Fig. 1: run 1, met1 routing
The bar under the picture is 20 microns long.
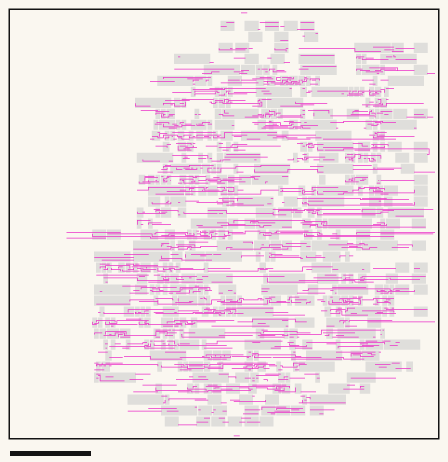
Fig. 2: run 1, M2 wires
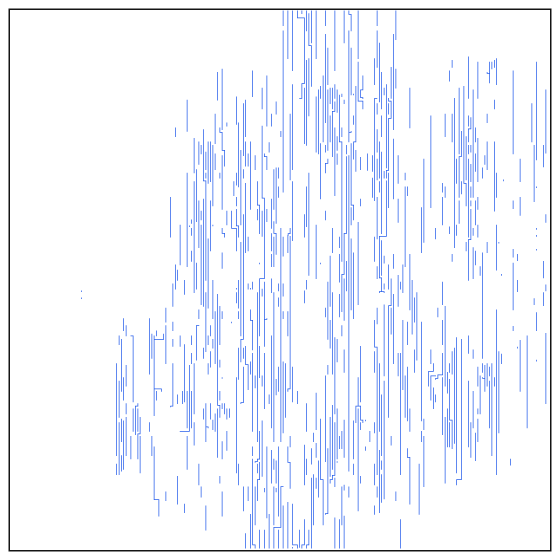
Fig. 3: run 1, met3 routing
The bar under the picture is 20 microns long.
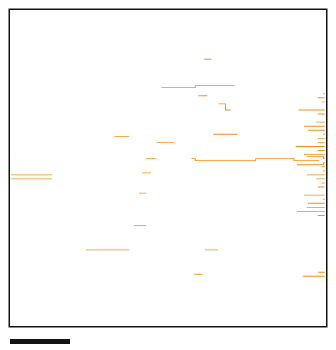
[src/rtl/fb_swap_scheduler_pkg.sv]
// rtl/fb_swap_scheduler_pkg.sv - shared types and defaults for the double-buffer scheduler
package fb_swap_scheduler_pkg;

  localparam int X_W       = 10;
  localparam int Y_W       = 9;
  localparam int H_RES_DEF = 640;
  localparam int V_RES_DEF = 480;

  typedef struct packed {
    logic [X_W-1:0] x;
    logic [Y_W-1:0] y;
  } screenXY;

  typedef logic [2:0] color_t;

  typedef enum logic [1:0] {IDLE, CLEAR, RENDER, WAIT_SWAP} sched_state_t;

  function automatic logic in_screen(input screenXY p, input int h_res, input int v_res);
    return (int'(p.x) < h_res) && (int'(p.y) < v_res);
  endfunction

endpackage

[src/rtl/fb_swap_scheduler_clear.sv]
// rtl/fb_swap_scheduler_clear.sv - raster scanner that walks every visible pixel once per start
// coords is the pixel emitted on the next firing edge; last flags that the final pixel went out.
module fb_clear_scanner
  import fb_swap_scheduler_pkg::*;
#(
  parameter int H_RES = H_RES_DEF,
  parameter int V_RES = V_RES_DEF
) (
  input  logic    Clk,
  input  logic    Reset,
  input  logic    start,
  output screenXY coords,
  output logic    valid,
  output logic    last
);

  localparam logic [X_W-1:0] X_LAST = X_W'(H_RES - 1);
  localparam logic [Y_W-1:0] Y_LAST = Y_W'(V_RES - 1);

  screenXY coords_q, coords_d;
  logic    valid_q, valid_d;
  logic    last_q, last_d;
  logic    fire, at_end;

  // Counter rests at (0,0) between passes, so start needs no explicit load.
  always_comb begin
    fire     = start | valid_q;
    at_end   = (coords_q.x == X_LAST) && (coords_q.y == Y_LAST);
    coords_d = coords_q;
    valid_d  = valid_q;
    last_d   = 1'b0;
    if (fire) begin
      last_d  = at_end;
      valid_d = !at_end;
      if (coords_q.x == X_LAST) begin
        coords_d.x = '0;
        coords_d.y = at_end ? '0 : coords_q.y + 1'b1;
      end else begin
        coords_d.x = coords_q.x + 1'b1;
      end
    end
  end

  always_ff @(posedge Clk or negedge Reset) begin
    if (!Reset) begin
      coords_q <= '0;
      valid_q  <= 1'b0;
      last_q   <= 1'b0;
    end else begin
      coords_q <= coords_d;
      valid_q  <= valid_d;
      last_q   <= last_d;
    end
  end

  assign coords = coords_q;
  assign valid  = valid_q;
  assign last   = last_q;

endmodule

[src/rtl/fb_swap_scheduler.sv]
// rtl/fb_swap_scheduler.sv - frame sequencer: clear, render, wait for vblank, swap
module fb_swap_scheduler
  import fb_swap_scheduler_pkg::*;
#(
  parameter int H_RES  = H_RES_DEF,
  parameter int V_RES  = V_RES_DEF,
  parameter int DROP_W = 8
) (
  input  logic              Clk,
  input  logic              Reset,
  input  logic              new_frame,
  input  logic              clear_en,
  input  color_t            clear_color,
  input  screenXY           render_coords,
  input  color_t            render_color,
  input  logic              render_we,
  input  logic              render_done,
  output logic              render_start,
  output logic              render_ack,
  output screenXY           fb_coords,
  output color_t            fb_color,
  output logic              fb_we,
  output logic              front_sel,
  output logic              busy,
  output logic [DROP_W-1:0] frames_dropped
);

  sched_state_t      state_q, state_d;
  logic              front_sel_q, front_sel_d;
  logic              fb_we_q, fb_we_d;
  screenXY           fb_coords_q, fb_coords_d;
  color_t            fb_color_q, fb_color_d;
  logic              render_start_q, render_start_d;
  logic              render_ack_q, render_ack_d;
  logic              busy_q, busy_d;
  logic [DROP_W-1:0] drop_q, drop_d;

  logic    swap, scan_start, scan_valid, scan_last;
  screenXY scan_coords;

  fb_clear_scanner #(
    .H_RES(H_RES),
    .V_RES(V_RES)
  ) u_scanner (
    .Clk   (Clk),
    .Reset (Reset),
    .start (scan_start),
    .coords(scan_coords),
    .valid (scan_valid),
    .last  (scan_last)
  );

  always_comb begin
    state_d        = state_q;
    front_sel_d    = front_sel_q;
    drop_d         = drop_q;
    fb_we_d        = 1'b0;
    fb_coords_d    = fb_coords_q;
    fb_color_d     = fb_color_q;
    render_ack_d   = 1'b0;
    swap           = 1'b0;

    case (state_q)
      IDLE:      state_d = clear_en ? CLEAR : RENDER;
      CLEAR:     if (scan_last) state_d = RENDER;
      RENDER: begin
        if (render_done) begin
          if (new_frame) swap = 1'b1;
          else           state_d = WAIT_SWAP;
        end
      end
      WAIT_SWAP: if (new_frame) swap = 1'b1;
      default:   state_d = IDLE;
    endcase

    if (swap) begin
      front_sel_d  = ~front_sel_q;
      render_ack_d = 1'b1;
      state_d      = clear_en ? CLEAR : RENDER;
    end

    // A vblank while still drawing is a missed frame.
    if (new_frame && !swap && (state_q == CLEAR || state_q == RENDER) && (drop_q != '1))
      drop_d = drop_q + 1'b1;

    scan_start     = (state_d == CLEAR) && (state_q != CLEAR);
    render_start_d = (state_d == RENDER) && ((state_q != RENDER) || swap);
    busy_d         = (state_d == CLEAR) || (state_d == RENDER);

    // The clear engine owns the write port whenever it is emitting pixels.
    if (scan_start || (state_q == CLEAR && scan_valid)) begin
      fb_we_d     = 1'b1;
      fb_coords_d = scan_coords;
      fb_color_d  = clear_color;
    end else if (state_q == RENDER) begin
      fb_we_d     = render_we && in_screen(render_coords, H_RES, V_RES);
      fb_coords_d = render_coords;
      fb_color_d  = render_color;
    end
  end

  always_ff @(posedge Clk or negedge Reset) begin
    if (!Reset) begin
      state_q        <= IDLE;
      front_sel_q    <= 1'b0;
      fb_we_q        <= 1'b0;
      fb_coords_q    <= '0;
      fb_color_q     <= '0;
      render_start_q <= 1'b0;
      render_ack_q   <= 1'b0;
      busy_q         <= 1'b0;
      drop_q         <= '0;
    end else begin
      state_q        <= state_d;
      front_sel_q    <= front_sel_d;
      fb_we_q        <= fb_we_d;
      fb_coords_q    <= fb_coords_d;
      fb_color_q     <= fb_color_d;
      render_start_q <= render_start_d;
      render_ack_q   <= render_ack_d;
      busy_q         <= busy_d;
      drop_q         <= drop_d;
    end
  end

  assign render_start   = render_start_q;
  assign render_ack     = render_ack_q;
  assign fb_coords      = fb_coords_q;
  assign fb_color       = fb_color_q;
  assign fb_we          = fb_we_q;
  assign front_sel      = front_sel_q;
  assign busy           = busy_q;
  assign frames_dropped = drop_q;

endmodule
[config.mk]
export PLATFORM = sky130hd
export DESIGN_NAME = fb_swap_scheduler
export DESIGN_NICKNAME = d
export VERILOG_FILES = /design/src/rtl/fb_swap_scheduler_pkg.sv /design/src/rtl/fb_swap_scheduler_clear.sv /design/src/rtl/fb_swap_scheduler.sv
export SDC_FILE = /design/constraint.sdc
export NUM_CORES = 1
export LEC_CHECK = 0
export ABC_AREA = 1
export CORE_MARGIN = 2
export CORE_UTILIZATION = 30
export DETAILED_ROUTE_END_ITERATION = 8
export PLACE_DENSITY = 0.58
export SLEW_MARGIN = 0
export SYNTH_ARGS = -nofsm -noshare
export SYNTH_HDL_FRONTEND = slang
export SYNTH_SLANG_ARGS = --single-unit
[constraint.sdc]
create_clock -name Clk -period 2.4 [get_ports Clk]
set_input_delay 0.36 -clock Clk [delete_from_list [all_inputs] [get_ports Clk]]
set_output_delay 0.36 -clock Clk [all_outputs]
set_load 0.02 [all_outputs]
==> CHANGELOG.md, run 1 <==
### Changed

* Num CTS Buffers at 9
* YS warnings at 0
* Cells after Synth at 387
* Leak at 2.02 nW
* Core Region at 10200 sq um
* DR WL/cell at 13.7 microns
* Initial antenna violation count at 0
* Final period util at 93.6%
* Clock Sinks at 58
* # diodes at 0
* Non-Filler Instances at 610
* H-tree Lvls at 3
* Die y size at 106 microns
* Syn avg cell area at 8.05 sq um
* Drt pass-1 iters at 4
* Final hold vios at 0
* Worst EP required at 2.67 ns
* Post-synth EDFFs at 0
* CP arrival at roughly 2.5 ns
* Tool warning count at 31
* Maximum clock rate at between 400 and 500 MHz
* # port buffers at 65
* Nets at 510
* Status: complete, no violations
* Placed insts at 591
* IO Pins at 66
* Post-CTS resize count at 1
* Max Cap Violations at 0
* Max-Slew Margin vs Limit at between 50 and 60%
* HPWL after DPL at approximately 6.2 mm
* Switching share of total power at between 40% and 50%
* # Cells Yosys at 387
* Fin util at 41.9%
* Most frequent cell after synthesis: nand2_1
* Final GP Congestion at 0.828
* Flops out of synthesis at 58
* Register area share after synthesis at 46.6%
* Peak supply drop at 0.512 mV
* Vias in the first global route at roughly 2.9k
* Post-DRT Antenna Nets at 0
* Final Critical Period at roughly 2.2 ns
* All-Layer GR Usage at 15.6%
* Share of flip-flops with an asynchronous set or reset at 100%
* Syn_nets at 428
* Synth area leader: dfrtp_1
* Setup CP Type: reg -> reg
* Yosys chip area at 3120 sq um
* First DRT Iteration DRCs at around 120
* Maximum clock path buffer count at 2
* Largest net degree at the start of global routing at 32
* Power per cell area at 1100 nW/um^2
* Global-route wire length before repair at 13.9 mm
* RSZ-0062 raised after global routing: false
* Least-Margin Pin Slew at 0.662 ns
* Worst-path fanout max at 6
* Layout cell share with drive strength beyond 1 at around 14%
* FILL cells at 1024
* Clock slew seen by the registers of the worst setup and hold paths at around 0.070 ns
* Top cell area share at a little under half
* Postcts setup bufs at 0
* Worst hold path type: in -> async
* Final setup viols at 0
* Clock network fraction of total power at 19.7%
* Global route overflow at 0
* CP endpoint kind: flop
* Reg power frac at 30.1%
* Die X-Extent at 106 microns
* Clk_skew at 0.0113 ns
* Dominant register cell: dfrtp_1
* Area grow syn2layout at 36.8%
* Late-Pin Clk Latency at 0.33 ns
* Vias per Instance at 4.58
* CTS tree: done
* Chip area at 11200 sq um
* Top cells by count: nand2_1, dfrtp_1, nand3_1, inv_1, nand4_1
* Pins Over Slew Limit at 0
* CTS root buf: clkbuf_8
* DRC at 0
* Min Hold Slack at 0.0573 ns
* Internal power at 2.72 mW
* Top cells, area: dfrtp_1, nand2_1, nand3_1
* Critical path launch point type: flop
* Initial Utilization at 30.6%
* Combinational share of power at 50.2%
* Synthesized cell area at 3120 sq um
* Cell Type Count at 29
* Switching pwr at 1.95 mW
* Row Count at 37
* Hold buffers post-CTS at 0
Notes on Fig. 1 above:
main direction: horizontal
share of all routed wire: 46%
longest straight run: 26.7 microns
nets with wire on the layer: 452
wire length on this layer: 3870 microns
final WL: 8.34 mm
detailed-route via count: 2795
grt met1 use: 19.3%

Notes on Fig. 2 above:
nets with wire on the layer: 401
longest straight run: 61.9 microns
wire length on this layer: 4140 microns
main direction: vertical
share of all routed wire: 50%

Notes on Fig. 3 above:
wire length on this layer: 275 microns
share of all routed wire: 3.3%
longest straight run: 20.2 microns
main direction: horizontal
met3 usage: 3.00%

[run 1: metrics by stage]
step / setup TNS (ns) / setup WS [ns] / power (mW) / cell area (sq um)
5_1_grt: 0 / 0.00671 / 4.99 / 4260
2_1_floorplan: 0 / 0.132 / 2.77 / 3120
3_5_place_dp: -0.135 / -0.0394 / 3.69 / 4000
3_3_place_gp: 0 / 0.0266 / 3.66 / 4000
6_report: 0 / 0.153 / 4.67 / 4260
4_1_cts: 0 / 0.0143 / 4.64 / 4200
[run 1: worst max-delay path: stages, from the launching register on]
cell	delay, ns
dfrtp_2	0.45
inv_2	0.09
ha_2	0.22
inv_2	0.06
o21ai_0	0.14
nand2_1	0.11
a31oi_4	0.20
ha_2	0.22
nand2_4	0.07
nand2_4	0.09
inv_1	0.08
nor2_4	0.14
buf_4	0.16
nand3b_1	0.08
nand2_1	0.07
[run 1: cells in the final DEF, fill, tap and decap left out, types with 4 or more instances in the layout]
cell type	instances
nand2_2	5
buf_4	16
o21ai_0	10
dfrtp_1	56
nand3_1	40
clkdlybuf4s50_1	64
a21oi_1	4
inv_1	32
inv_2	8
nor2_1	21
ha_1	7
nand2_1	121
nand4_1	30
xor2_1	10
xnor2_1	4
nor2_4	5
clkbuf_8	11
[run 1: worst paths after layout]
path	from	to	slack [ns]	cells past startpoint
max in group asynchronous	Reset	state_q[0]	1.74	2
min	Reset	front_sel	0.06	1
max	state_q[1]	u_scanner.coords[3]	0.15	14
min reg2reg	fb_coords[3]	fb_coords[3]	0.48	2
max reg2reg	state_q[1]	u_scanner.coords[3]	0.15	14
min in group Clk	fb_coords[3]	fb_coords[3]	0.48	2
[run 1: state kept, by name, indices dropped and copies added (netlist names)]
signal,flops
u_scanner.valid,1
fb_we,1
render_ack,1
fb_coords,19
u_scanner.coords,19
state_q,2
frames_dropped,8
u_scanner.last,1
front_sel,1
busy,1
render_start,1
fb_color,3
[run 1: area by class of cell]
cell class | instances | area (sq um) | area share (%)
Clock buffer | 11 | 151 | 3.55
Inverter | 41 | 154 | 3.61
Sequential cell | 58 | 1450 | 34.1
Multi-Input combinational cell | 277 | 1500 | 35.1
Tap cell | 136 | 170 | 3.99
Clock inverter | 5 | 52.6 | 1.23
Timing Repair Buffer | 82 | 786 | 18.4
[run 1: cells by family (layout without fill, tap and decap cells)]
group                    Yosys count  in the layout  share of synthesized area [%]
XOR/XNOR                          14             14                           3.93
AND-OR/OR-AND                     19             19                           3.29
AND/OR/NAND/NOR                  234            234                           35.6
buffers and inverters             52            139                           6.62
adder cells (fa/ha/maj)           10             10                           4.01
flip-flops                        58             58                           46.6
[run 1: power groups by stage]
stage	Sequential, mW	Clock, mW	Combinational (mW)
after floorplan	1.62	0	1.15
after global placement	1.40	0	2.25
after detailed placement	1.41	0	2.28
after CTS	1.40	0.950	2.29
after global routing	1.43	0.984	2.58
final	1.40	0.920	2.35
[run 1: metal layers]
metal  share of wire [%]  track usage, %
met5                   0               0
met4                0.71            4.98
met3                 3.3            3.00
met2                  50            27.2
met1                  46            19.3
## Run 2: what changed since run 1
GPL_TIMING_DRIVEN = 0   (was unset)
==> run 2 against run 1 <==
Net effect:
- clock power decreased by 12%
- core utilization up 1.1 points
- critical path depth stayed put
- largest cell class unchanged
- cell area is 2.7% higher
- global-route usage shrank 0.38 points
- wire length grew 0.24%
- via count is 4.2% higher
- setup slack got worse by 0.043 ns
==> CHANGELOG.md, run 2 <==
### Changed

* Status: complete, no violations
* CP Launch Point: state_q[1]
* Late-Pin Clk Latency at 0.35 ns (+0.02 ns)
* Final hold vios at 0 (unchanged)
* Layout cell share with drive strength beyond 1 at 16.4% (+2.5 points)
* DRC at 0 (unchanged)
* HPWL after DPL at 6.05 mm (-3.1%)
* CP arrival at 2.56 ns (+0.04 ns)
* First DRT Iteration DRCs at 170 (+39%)
* Post-DRT Antenna Nets at 0 (unchanged)
* Die X-Extent at 106 microns (unchanged)
* Pins Over Slew Limit at 0 (unchanged)
* Cell Type Count at 29 (unchanged)
* Largest delay share family, worst path: buffers and inverters
* Most frequent cells in the layout: nand2_1, clkdlybuf4s50_1, dfrtp_1, nand3_1, nand4_1
* Register area share after synthesis at 46.6% (unchanged)
* Synth area leader: dfrtp_1
* Least-Margin Pin Slew at 0.493 ns (-0.169 ns)
* Core Region at 10200 sq um (unchanged)
* Largest net degree at the start of global routing at 40 (+25%)
* Dominant register cell: dfrtp_1
* Post-synth EDFFs at 0 (unchanged)
* R2R Path Start: state_q[1]
* Clk_skew at 0.0108 ns (-0.000532 ns)
* Nets at 524 (+2.7%)
* Most frequent cell after synthesis: nand2_1
* Row Count at 37 (unchanged)
* CTS tree: done
* Global route overflow at 0 (unchanged)
* Maximum clock rate at 437 MHz (-1.9%)
* Peak supply drop at 0.438 mV (-14%)
* Top cells by count: nand2_1, dfrtp_1, nand3_1, inv_1, nand4_1
* Top cell by count, worst path: nand2_4
* Worst path cell trace: buf_6 > ha_1 > inv_2 > nand2_4 > nand2_4 > inv_2 > a21oi_1 > a21oi_2 > ha_2 > nand2_4 > buf_4 > clkbuf_2 > nand4_1 > nand3_1
* Drt pass-1 iters at 4 (unchanged)
* Leak at 2.06 nW (+1.8%)
* Commonest Layout Cell: nand2_1
* Number of buffers and inverters on the critical path at 5 (+1)
* Worst-path fanout max at 10 (+4)
* Initial antenna violation count at 0 (unchanged)
* CTS root buf: clkbuf_8
* Syn_nets at 428 (unchanged)
* Share of flip-flops with an asynchronous set or reset at 100% (unchanged)
* Clock Sinks at 58 (unchanged)
* Top cells, area: dfrtp_1, nand2_1, nand3_1
* Final Critical Period at 2.29 ns (+0.0433 ns)
* All-Layer GR Usage at 15.2% (-0.38 points)
* CP endpoint kind: flop
* CP peak stage delay at 0.46 ns (about the same)
* Vias in the first global route at 2790 (-2.8%)
* Tool warning count at 31 (unchanged)
* Critical path launch point type: flop
* Final period util at 95.4% (+1.8 points)
* Syn avg cell area at 8.05 sq um (unchanged)
* Flops out of synthesis at 58 (unchanged)
* Cells after Synth at 387 (unchanged)
* Clock slew seen by the registers of the worst setup and hold paths at 0.07 ns (about the same)
* Worst hold path type: reg -> reg
* Setup CP Type: reg -> reg
* Top cell area share at 46.6% (unchanged)
* Min Hold Slack at 0.471 ns (+0.414 ns)
* Max-Slew Margin vs Limit at 67.1% (+11 points)
* # diodes at 0 (unchanged)
* Num CTS Buffers at 9 (unchanged)
* # port buffers at 65 (unchanged)
* IO Pins at 66 (unchanged)
* Max Cap Violations at 0 (unchanged)
* H-tree Lvls at 3 (unchanged)
* Final GP Congestion at 0.848 (+2.4%)
* DR WL/cell at 13.4 microns (-2.0%)
* Fin util at 43.0% (+1.1 points)
* Maximum clock path buffer count at 2 (unchanged)
* Initial Utilization at 30.6% (unchanged)
* Final setup viols at 0 (unchanged)
* Hold_sp: front_sel
* YS warnings at 0 (unchanged)
* Power per cell area at 1080 nW/um^2 (-0.96%)
* Global-route wire length before repair at 13.4 mm (-3.7%)
* # Cells Yosys at 387 (unchanged)
* Die y size at 106 microns (unchanged)
* Synthesized cell area at 3120 sq um (unchanged)
* Yosys chip area at 3120 sq um (unchanged)
* Chip area at 11200 sq um (unchanged)
* Worst EP required at 2.67 ns (about the same)
* Slowest stage cell, crit path: dfrtp_2
* Vias per Instance at 4.67 (+1.8%)
run 2: cell types whose count changed in the layout (fill, tap and decap cells not counted), sizes merged:
cell         before  now
inv              40   39
clkinvlp          1    3
buf              18   26
dlygate4sd3       0    1
clkbuf           11   16
bufinv            1    0
run 2: path summary, 6_finish.rpt:
kind	to	slack, ns	cells past startpoint
hold reg to reg	front_sel	0.47	1
hold / removal	front_sel	0.47	1
min in group asynchronous	state_q[1]	0.50	2
setup reg to reg	fb_coords[10]	0.11	14
setup / recovery	fb_coords[10]	0.11	14
max in group asynchronous	u_scanner.coords[4]	1.31	3
run 2: cell families (layout without fill, tap and decap cells):
kind of cell             after synthesis  count (layout)  synth area share, %
AND-OR/OR-AND                         19              19                 3.29
XOR/XNOR                              14              14                 3.93
adder cells (fa/ha/maj)               10              10                 4.01
buffers and inverters                 52             153                 6.62
flip-flops                            58              58                 46.6
AND/OR/NAND/NOR                      234             234                 35.6
run 2: through the flow:
| stage | setup slack (ns) | power [mW] | setup TNS, ns | cell area (sq um) | instances |
|---|---|---|---|---|---|
| 2_1_floorplan | 0.132 | 2.77 | 0 | 3120 | 387 |
| 3_3_place_gp | -0.968 | 3.60 | -61.05 | 3940 | 588 |
| 3_5_place_dp | -0.405 | 3.64 | -8.86 | 3950 | 589 |
| 4_1_cts | 0.00325 | 4.59 | 0 | 4230 | 612 |
| 5_1_grt | -0.0299 | 5.10 | -0.0376 | 4380 | 624 |
| 6_report | 0.110 | 4.75 | 0 | 4380 | 624 |
run 2: where the power goes:
group	switching [mW]	internal, mW
logic	1.49	1.07
clock network	0.409	0.397
registers	0.160	1.22
run 2: layout make-up:
class                           count  area, sq um
Tap cell                          136          170
Fill cell                         999         5800
Clock buffer                       11          141
Clock inverter                      5         30.0
Sequential cell                    58         1450
Multi-Input combinational cell    277         1540
Inverter                           41          158
Timing Repair Buffer               85          831
Buffer                             11         61.3
run 2: timing repair:
action,in CTS,in global routing
gates resized,9,22
pin swaps,3,11
buffers inserted,6,12
hold buffers,1,0
endpoints found under the setup margin,43,38
hold endpoints to repair,19,0
run 2: layer usage:
layer,part of all wire [%],up-vias,track usage (%)
met5,0,-,0
met4,1.1,0,6.77
met3,3.6,6,2.39
met2,49,54,25.8
met1,46,1397,19.1
li1,-,1454,-
Fig. 4: run 2, M2 wires
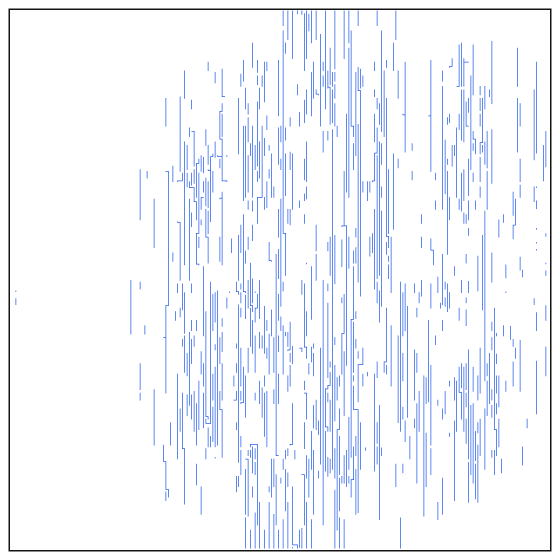
longest straight run: 66.6 microns
share of all routed wire: 50%
main direction: vertical
nets with wire on the layer: 424
wire length on this layer: 4140 microns
final WL: 8.36 mm
detailed-route via count: 2911

Fig. 5: run 2, met1 routing
The bar under the picture is 20 microns long.
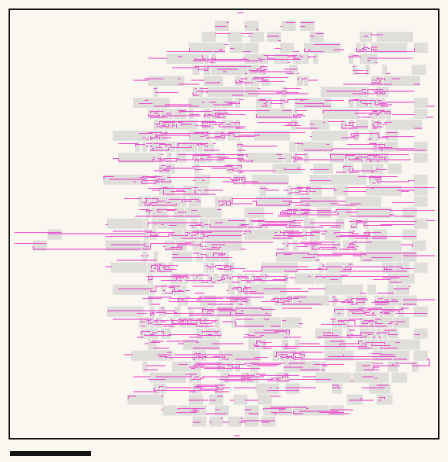
share of all routed wire: 46%
nets with wire on the layer: 482
wire length on this layer: 3820 microns
longest straight run: 27.6 microns
main direction: horizontal

Fig. 6: run 2, drive-strength map
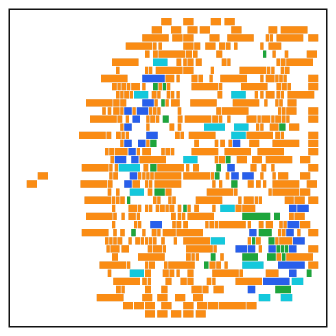
| size | color | cells | share |
|---|---|---|---|
| drive 3 to 4 | blue | 33 | 6.8% |
| drive 2 | green | 31 | 6.4% |
| drive 1 or less | orange | 408 | 84% |
| drive 6 and up | cyan | 16 | 3.3% |
Signal buffers: 96
setup ws final: 0.110 ns
area grow syn2layout: 40.5%
design area: 4380 sq um

## Run 3: what changed since run 2
CORE_MARGIN = unset   (was 2)
==> run 3 against run 2 <==
Net effect:
- flip-flop count stayed put
- fmax rose by 1.0%
- global-route usage grew 0.95 points
- highest routed layer unchanged
- wire length is 1.6% lower
- area after synthesis did not move
- first-iteration DRC count down 29%
- total power increased by 3.4%
- core utilization increased by 1.3 points
- sequential power hardly changed
==> CHANGELOG.md, run 3 <==
### Changed

* Cell Type Count at 29 (unchanged)
* Detailed-route via count at 2886 (-0.86%)
* Syn_nets at 428 (unchanged)
* Top cell area share at 46.6% (unchanged)
* Die y size at 104 microns (-1.9%)
* Final WL at 8.23 mm (-1.6%)
* Slowest stage cell, crit path: dfrtp_2
* Layout cell share with drive strength beyond 1 at 15.8% (-0.56 points)
* DR WL/cell at 13.4 microns (+0.16%)
* Global-route wire length before repair at 14.0 mm (+4.4%)
* FF/Latch Area at 1450 sq um (unchanged)
* CP arrival at 2.54 ns (-0.02 ns)
* Die X-Extent at 104 microns (-1.9%)
* YS warnings at 0 (unchanged)
* Drt pass-1 iters at 4 (unchanged)
* Commonest Layout Cell: nand2_1
* Top cell by count, worst path: nand2_4
* Row Count at 36 (-2.7%)
* Synth area leader: dfrtp_1
* Register area share after synthesis at 46.6% (unchanged)
* Vias per Instance at 4.71 (+0.92%)
* Tool warning count at 32 (+3.2%)
* Total Power at 4.91 mW (+3.4%)
* Worst path cell trace: ha_4 > buf_6 > nand2_4 > nand2_4 > nand2_8 > nor2_2 > a31oi_4 > ha_2 > nand2_4 > nand2_8 > clkinvlp_4 > nor2_4 > buf_6 > nand3_1 > nand2_1
* Clk_skew at 0.00736 ns (-0.00343 ns)
* Maximum clock path buffer count at 2 (unchanged)
* Comb area at 1570 sq um (+1.9%)
* DRC at 0 (unchanged)
* Critical path launch point type: flop
* RSZ-0062 raised after global routing: true
* Final period util at 94.5% (-0.96 points)
* HPWL after DPL at 6.00 mm (-0.82%)
* Final GP Congestion at 0.821 (-3.1%)
* CTS tree: done
* Max Cap Violations at 0 (unchanged)
* Leak at 2.05 nW (-0.34%)
* Worst-path fanout max at 7 (-3)
* Core Region at 9910 sq um (-2.7%)
* All-Layer GR Usage at 16.1% (+0.95 points)
* Final Critical Period at 2.27 ns (-0.0231 ns)
* Worst EP required at 2.67 ns (about the same)
* Most frequent cells in the layout: nand2_1, clkdlybuf4s50_1, dfrtp_1, nand3_1
* Status: complete, no violations
* Post-synth EDFFs at 0 (unchanged)
* R2R Setup Slk at 0.13 ns (+0.02 ns)
* # Cells Yosys at 387 (unchanged)
* Initial Utilization at 31.5% (+0.85 points)
* Num CTS Buffers at 9 (unchanged)
* Nets at 516 (-1.5%)
* Top cells by count: nand2_1, dfrtp_1, nand3_1, inv_1, nand4_1
* FILL cells at 972 (-2.7%)
* Peak supply drop at 0.462 mV (+5.4%)
* # diodes at 0 (unchanged)
* CP endpoint: u_scanner.coords[7]
* Worst reg2reg endpoint: u_scanner.coords[7]
* Yosys chip area at 3120 sq um (unchanged)
* Dominant register cell: dfrtp_1
* First DRT Iteration DRCs at 120 (-29%)
* # port buffers at 65 (unchanged)
* Non-Filler Instances at 613 (-1.8%)
* Reg2Reg Depth at 15 (+1)
* Largest net degree at the start of global routing at 34 (-15%)
* H-tree Lvls at 3 (unchanged)
* CP Launch Point: state_q[1]
* CP peak stage delay at 0.46 ns (about the same)
* Share of flip-flops with an asynchronous set or reset at 100% (unchanged)
* Placed insts at 586 (-0.51%)
* Synthesized cell area at 3120 sq um (unchanged)
* Cells after Synth at 387 (unchanged)
* Power per cell area at 1120 nW/um^2 (+3.1%)
* IO Pins at 66 (unchanged)
* Post-DRT Antenna Nets at 0 (unchanged)
* Least-Margin Pin Slew at 0.627 ns (+0.134 ns)
* Flops out of synthesis at 58 (unchanged)
* Most frequent cell after synthesis: nand2_1
* Final setup viols at 0 (unchanged)
* Chip area at 10800 sq um (-3.7%)
* Syn avg cell area at 8.05 sq um (unchanged)
* Vias in the first global route at 2818 (+1.0%)
* Maximum clock rate at 441 MHz (+1.0%)
* Worst hold path type: in -> async
* Clock Sinks at 58 (unchanged)
* Global route overflow at 0 (unchanged)
* Late-Pin Clk Latency at 0.33 ns (-0.02 ns)
* Clock slew seen by the registers of the worst setup and hold paths at 0.07 ns (about the same)
* Final hold vios at 0 (unchanged)
* Top cells, area: dfrtp_1, nand2_1, nand3_1
* Setup CP Type: reg -> reg
* Initial antenna violation count at 0 (unchanged)
* Pins Over Slew Limit at 0 (unchanged)
* CP endpoint kind: flop
* Max-Slew Margin vs Limit at 58.2% (-8.9 points)
* CTS root buf: clkbuf_8
* R2R Path Start: state_q[1]
## run 3: netlist changes by cell type in the layout (fill, tap and decap cells not counted), sizes merged
cell         previous run  this run
buf                    26        20
bufinv                  0         2
clkbuf                 16        14
clkinv                  4         5
clkinvlp                3         1
dlygate4sd3             1         0
## run 3: layout make-up
type / instances / share of cell area (%)
clock buffer: 10 / 3.13
timing repair buffer: 78 / 17.5
tap: 133 / 3.79
inverter: 41 / 3.70
sequential: 58 / 33.1
multi-input combinational: 277 / 35.6
clock inverter: 6 / 1.82
buffer: 10 / 1.37
## run 3: cell families (layout without fill, tap and decap cells)
family | Yosys count | after routing | synth area share, %
buffers and inverters | 52 | 145 | 6.62
AOI/OAI and AO/OA | 19 | 19 | 3.29
and+or+nand+nor | 234 | 234 | 35.6
DFF | 58 | 58 | 46.6
adders and majority gates | 10 | 10 | 4.01
xor gates and xnor gates | 14 | 14 | 3.93
## run 3: per-layer routing
metal / share of wire (%) / global-route usage (%) / routed length, microns
met4: 0.49 / 4.59 / 40
met2: 49 / 26.8 / 4000
met1: 47 / 21.3 / 3900
met3: 3.5 / 3.13 / 292
met5: 0 / 0 / 0
## run 3: where the power goes
part / internal [mW] / switching [mW] / total (mW)
logic: 1.03 / 1.50 / 2.53
clock network: 0.606 / 0.400 / 1.01
registers: 1.22 / 0.158 / 1.38
total: 2.86 / 2.05 / 4.91
## run 3: worst min-delay path by stage
stage / start / endpoint / slack, ns / cells past startpoint
global placement: front_sel / front_sel / 0.46 / 1
global route: Reset / render_ack / 0.07 / 1
floorplan: Reset / busy / 0.06 / 0
CTS: Reset / render_ack / 0.05 / 1
finish: Reset / render_ack / 0.04 / 1
detailed placement: Reset / render_ack / 0.42 / 1
## run 3: repair_timing
item | CTS | global route
hold buffers | 0 | 0
setup buffers | 6 | 6
pin swaps | 3 | 13
setup endpoints to repair | 41 | 38
resized | 12 | 25
## run 3: worst max-delay path: cells and delay by family, from the launching register on
kind | cells | cell delay [ns]
AND-OR/OR-AND | 1 | 0.17
AND/OR/NAND/NOR | 9 | 0.79
adder cells (fa/ha/maj) | 2 | 0.40
buffers and inverters | 3 | 0.37
flip-flops | 1 | 0.46
## run 3: through the flow
stage	setup slack (ns)	hold slack [ns]	utilization [%]	TNS [ns]	cell area [sq um]
global route	-0.0291	0.0725	44.3	-0.109	4390
detailed placement	-0.337	0.418	39.8	-7.23	3950
floorplan	0.132	0.0644	-	0	3120
global placement	-0.968	0.463	39.7	-61.27	3930
finish	0.133	0.0382	44.3	0	4390
CTS	0.00887	0.0548	42.9	0	4260
Fig. 7: run 3, drive-strength map
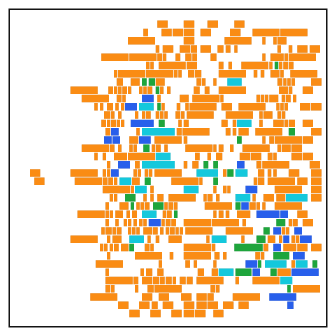
area grow syn2layout: 40.9%
Signal buffers: 88
setup ws final: 0.133 ns

Fig. 8: run 3, met3 routing
The bar under the picture is 20 microns long.
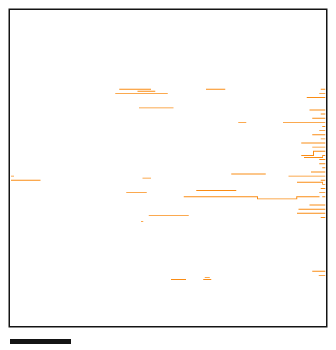
nets with wire on the layer: 44
share of all routed wire: 3.6%
longest straight run: 24.2 microns
main direction: horizontal
wire length on this layer: 293 microns

Fig. 9: run 3, M2 wires
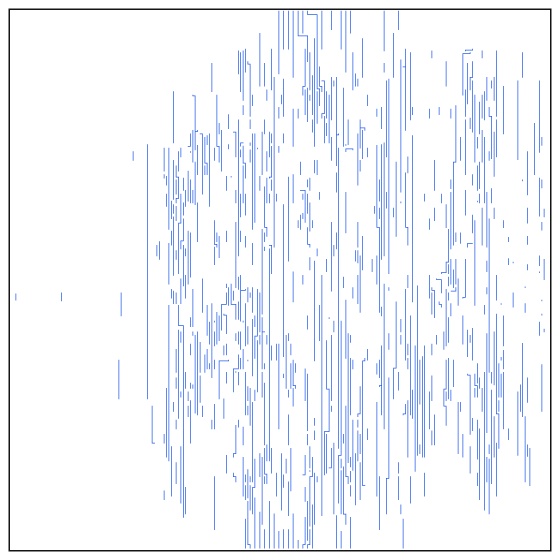
wire length on this layer: 4000 microns
nets with wire on the layer: 422
main direction: vertical
share of all routed wire: 49%

No activity file was given, so power comes from the tool's default toggle rates.
